### config.mk
export PLATFORM = sky130hd
export DESIGN_NAME = pipeline_mem_stage
export DESIGN_NICKNAME = d
export VERILOG_FILES = /design/src/rtl/pipeline_mem_stage.sv
export SDC_FILE = /design/constraint.sdc
export NUM_CORES = 1
export LEC_CHECK = 0
export CORE_MARGIN = 2
export CORE_UTILIZATION = 26
export DETAILED_ROUTE_END_ITERATION = 12
export DONT_BUFFER_PORTS = 1
export PLACE_DENSITY = 0.36
export SLEW_MARGIN = 20
export SYNTH_ARGS = -nofsm -noshare
export SYNTH_HDL_FRONTEND = slang
export SYNTH_SLANG_ARGS = --single-unit
### constraint.sdc
create_clock -name clk -period 2.75 [get_ports clk]
set_input_delay 0.4125 -clock clk [delete_from_list [all_inputs] [get_ports clk]]
set_output_delay 0.4125 -clock clk [all_outputs]
set_load 0.02 [all_outputs]
### src/rtl/pipeline_mem_stage.sv
// Memory-access stage of the RV64 pipeline: req/ack data-memory bus, load extension, WB registers.
// Optional misaligned-access trap enabled by defining MEM_MISALIGN_TRAP_EN.
module pipeline_mem_stage #(
    parameter int unsigned ADDR_W = 64
) (
    input  logic              clk,
    input  logic              reset,
    input  logic [63:0]       alu_result_EX,
    input  logic [63:0]       reg_data2_MEM,
    input  logic [4:0]        rd_MEM,
    input  logic [63:0]       pc_out,
    input  logic [2:0]        dm_rd_ctrl_EX,
    input  logic [1:0]        dm_wr_ctrl_EX,
    input  logic              dm_wr_dw_EX,
    input  logic              reg_wr_en_MEM,
    output logic              dmem_req,
    output logic              dmem_we,
    output logic [ADDR_W-1:0] dmem_addr,
    output logic [63:0]       dmem_wdata,
    output logic [7:0]        dmem_wstrb,
    input  logic              dmem_ack,
    input  logic [63:0]       dmem_rdata,
    output logic              stall_MEM,
    output logic [63:0]       wb_data_WB,
    output logic [4:0]        rd_WB,
    output logic              reg_wr_WB,
    output logic [63:0]       pc_WB,
    output logic              misalign_WB
);

    typedef enum logic {StIdle, StAccess} state_e;

    state_e              state_q;
    logic                req_q, we_q, wen_q, reg_wr_q, misalign_q;
    logic [ADDR_W-1:0]   addr_q;
    logic [63:0]         wdata_q, pc_q, wb_data_q, pc_wb_q;
    logic [7:0]          wstrb_q;
    logic [2:0]          ld_ctrl_q, off_q;
    logic [4:0]          rd_q, rd_wb_q;

    logic                is_load, is_store, mem_op, trap;
    logic [2:0]          off;
    logic [1:0]          size;   // 0 byte, 1 half, 2 word, 3 doubleword
    logic [7:0]          lane_mask, strb;
    logic [63:0]         wdata, ld_shift, ld_data;
    logic [ADDR_W-1:0]   addr_al;

    always_comb begin
        is_load  = |dm_rd_ctrl_EX;
        is_store = !is_load && (|dm_wr_ctrl_EX);
        mem_op   = is_load || is_store;
        off      = alu_result_EX[2:0];
        addr_al  = {alu_result_EX[ADDR_W-1:3], 3'b000};

        size = 2'd0;
        if (is_load) begin
            case (dm_rd_ctrl_EX)
                3'b001, 3'b010: size = 2'd0;
                3'b011, 3'b100: size = 2'd1;
                3'b101, 3'b110: size = 2'd2;
                default:        size = 2'd3;
            endcase
        end else begin
            case (dm_wr_ctrl_EX)
                2'b01:   size = 2'd0;
                2'b10:   size = 2'd1;
                default: size = dm_wr_dw_EX ? 2'd3 : 2'd2;
            endcase
        end

        lane_mask = 8'h01;
        wdata     = {8{reg_data2_MEM[7:0]}};
        case (size)
            2'd1: begin
                lane_mask = 8'h03;
                wdata     = {4{reg_data2_MEM[15:0]}};
            end
            2'd2: begin
                lane_mask = 8'h0F;
                wdata     = {2{reg_data2_MEM[31:0]}};
            end
            2'd3: begin
                lane_mask = 8'hFF;
                wdata     = reg_data2_MEM;
            end
            default: ;
        endcase
        // Doublewords always enable every lane; narrower lanes shifted past bit 7 are lost.
        strb = (size == 2'd3) ? 8'hFF : (lane_mask << off);

`ifdef MEM_MISALIGN_TRAP_EN
        trap = mem_op && (((size == 2'd1) && off[0]) ||
                          ((size == 2'd2) && (off[1:0] != 2'b00)) ||
                          ((size == 2'd3) && (off != 3'b000)));
`else
        trap = 1'b0;
`endif
    end

    always_comb begin
        ld_shift = dmem_rdata >> {off_q, 3'b000};
        case (ld_ctrl_q)
            3'b001:  ld_data = {{56{ld_shift[7]}}, ld_shift[7:0]};
            3'b010:  ld_data = {56'd0, ld_shift[7:0]};
            3'b011:  ld_data = {{48{ld_shift[15]}}, ld_shift[15:0]};
            3'b100:  ld_data = {48'd0, ld_shift[15:0]};
            3'b101:  ld_data = {{32{ld_shift[31]}}, ld_shift[31:0]};
            3'b110:  ld_data = {32'd0, ld_shift[31:0]};
            default: ld_data = ld_shift;
        endcase
    end

    always_comb begin
        if (state_q == StIdle) stall_MEM = mem_op && !trap;
        else                   stall_MEM = !dmem_ack;
    end

    always_ff @(posedge clk) begin
        if (!reset) begin
            state_q    <= StIdle;
            req_q      <= 1'b0;
            we_q       <= 1'b0;
            addr_q     <= '0;
            wdata_q    <= '0;
            wstrb_q    <= '0;
            ld_ctrl_q  <= '0;
            off_q      <= '0;
            rd_q       <= '0;
            pc_q       <= '0;
            wen_q      <= 1'b0;
            wb_data_q  <= '0;
            rd_wb_q    <= '0;
            reg_wr_q   <= 1'b0;
            pc_wb_q    <= '0;
            misalign_q <= 1'b0;
        end else begin
            case (state_q)
                StIdle: begin
                    if (mem_op && !trap) begin
                        state_q    <= StAccess;
                        req_q      <= 1'b1;
                        we_q       <= is_store;
                        addr_q     <= addr_al;
                        wdata_q    <= wdata;
                        wstrb_q    <= strb;
                        ld_ctrl_q  <= dm_rd_ctrl_EX;
                        off_q      <= off;
                        rd_q       <= rd_MEM;
                        pc_q       <= pc_out;
                        wen_q      <= reg_wr_en_MEM;
                        reg_wr_q   <= 1'b0;
                        misalign_q <= 1'b0;
                    end else begin
                        wb_data_q  <= alu_result_EX;
                        rd_wb_q    <= rd_MEM;
                        pc_wb_q    <= pc_out;
                        reg_wr_q   <= !trap && reg_wr_en_MEM && (rd_MEM != 5'd0);
                        misalign_q <= trap;
                    end
                end
                StAccess: begin
                    if (dmem_ack) begin
                        state_q <= StIdle;
                        req_q   <= 1'b0;
                        rd_wb_q <= rd_q;
                        pc_wb_q <= pc_q;
                        if (ld_ctrl_q != 3'b000) begin
                            wb_data_q <= ld_data;
                            reg_wr_q  <= wen_q && (rd_q != 5'd0);
                        end else begin
                            reg_wr_q  <= 1'b0;
                        end
                    end
                end
                default: state_q <= StIdle;
            endcase
        end
    end

    assign dmem_req    = req_q;
    assign dmem_we     = we_q;
    assign dmem_addr   = addr_q;
    assign dmem_wdata  = wdata_q;
    assign dmem_wstrb  = wstrb_q;
    assign wb_data_WB  = wb_data_q;
    assign rd_WB       = rd_wb_q;
    assign reg_wr_WB   = reg_wr_q;
    assign pc_WB       = pc_wb_q;
    assign misalign_WB = misalign_q;

endmodule
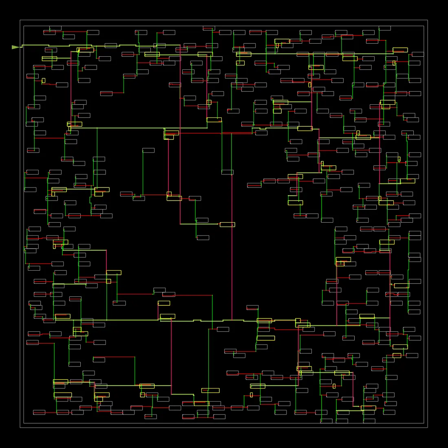
Figure 1: clock routing.
TritonCTS Buffers: 44
Clock Latency Late Sink: 0.58 ns

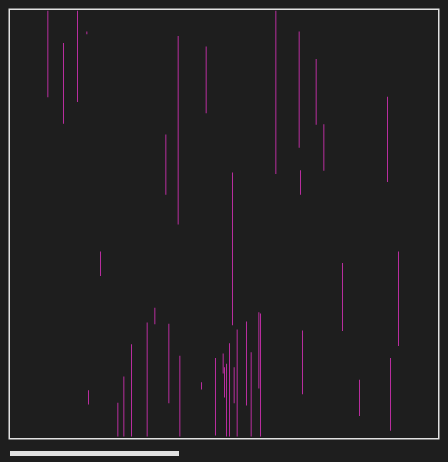
Figure 2: the metal 4 layer.
Scale bar: 100 microns.
The layer holds 2.4% of the routed length. The wires run mostly vertical. The layer carries 1,700 microns of wire. The longest straight run is 112 microns.
DR vias: 15,100
WL final: 71,200 microns

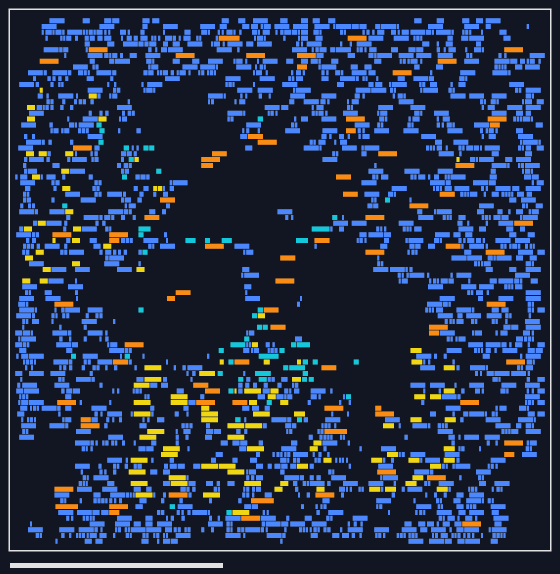
Figure 3: cell sizes after repair.
Scale bar: 100 microns.
Key: orange = x6 and larger [cells 79, most used clkbuf_16]; cyan = x3 and x4 [cells 55, most used buf_4]; blue = x1 and smaller [cells 1,829, most used nand2_1]; yellow = x2 [cells 101, most used mux4_2]
Design Area, Final: 20,400 sq um
fin worst setup slack: 0.308 ns

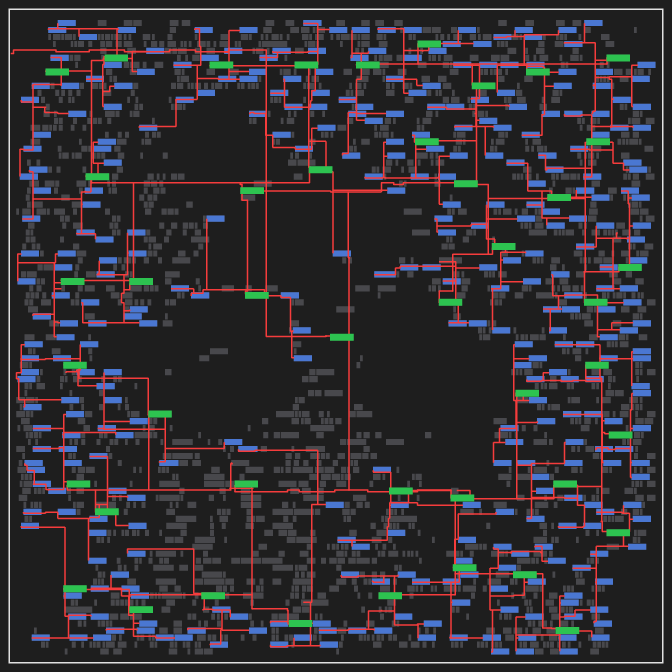
Figure 4: clock wires, drivers and flops.
Key: red = clock wires [length 5,910 microns]; green = clock-net drivers [count 44]; blue = flip-flops [count 346]
There are 45 routed clock nets. Position of the flops: spread over the die.
clock share of power: 0.420
clock skew: 0.0181 ns
P_clk: 5930 uW

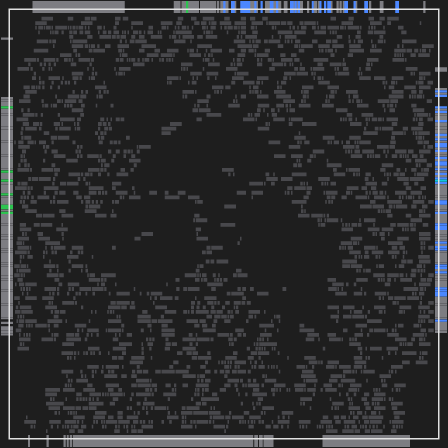
Figure 5: ports around the boundary.
Pins as bars across the die edge, other pins in grey.
Key: blue = pc_out [pins 64, direction input, edge 34 right, 30 top]; green = dmem_wstrb [pins 8, direction output, edge 7 left, 1 top]; cyan = stall_MEM [pins 1, direction output, edge right]
All pins by edge: 187 bottom, 150 top, 105 right, 103 left.
DIE HEIGHT: 254 microns
I/O Buffers: 0
die x size: 254 microns

==> results.toml <==
# flow metrics
[status]
outcome = "finished, final reports clean"

[sta]
fmax_mhz = 409
setup_viol = 0
final.setup.tns_ns = 0
worstMarginPinSlew_ns = 1.05
min_period_over_period = 0.888
hold_viol = 0

[pwr]
fin_total_pwr_uw = 14100
p_leak_uw = 0.00738
comb_power_uw = 2140
seqPwrFrac = 0.429
power_frac_comb = 0.152
pg_seq_uw = 6060
power_density_nw_per_um2 = 694

[critical_path]
cp_max_fo = 24
cp-end-kind = "flip-flop"
cp.depth = 6
crit_start = "off_q[1]$_SDFFE_PN0P_"
crit_arrival_ns = 2.91
crit_end = "wb_data_WB[39]$_SDFFE_PN0P_"
crit_path_max_incr_delay_ns = 0.58
r2r_slack_ns = 0.31
cp.required_ns = 3.21
critPathBufInv = 1

[logic_synthesis]
ys_async_sr_fraction = 0
adder_share = 0.00154
muxShareOfSynthArea = 0.119
compound_area_frac = 0.220
synth_stat.cells = 1943
syn_avg_cell_area_sq_um = 8.36
syn_area_sq_um = 16200
ys_warn_count = 0
synth_flop_count = 346
ys_seq_share = 0.426
synth_simple_gate_area_share = 0.181
top_area_frac = 0.426
yosys-top-cells-count = "446 x nand2_1, 346 x dfxtp_1, 208 x a21oi_1, 126 x nor2_1, 119 x clkbuf_1"

[floorplan]
taps = 837
row_count = 91

[global_routing]
grtUsageMet2 = 0.333
grt_pass1_vias = 14600
use_met1 = 0.276
grt_most_used_layer = "met2"
grt-ovfl-total = 0
grt_usage = 0.211
grt_pass1_wl_microns = 103000

[clocking]
clkTransAtPathRegs_ns = 0.07
cts_max_path_buffers = 3
h-tree-depth = 2
hold_buffers = 164
tritoncts = "done"

[drt]
met3_length_microns = 6250
wl_met1_microns = 30500
drt_first_pass_iters = 5
drc_errors = 0

[cells_and_area]
final_core_util = 0.330
signal_buffers = 222
seq_area_sq_um = 6930
comb_cells = 1410
seq-cell-share = 0.340
lay_top_count = "nand2_1"
ff_count = 346
top_area_cell_class = "logic gates"
fin_cells = 2903

[placed_design]
dpl.hpwl_microns = 48000

[hold_path]
hold_path_class = "in2reg"
holdPathEnd = "dmem_wdata[46]$_SDFFE_PN0P_"
min_from = "reg_data2_MEM[46]"

[run]
drv_cap = 0
No activity file was given, so power comes from the tool's default toggle rates.
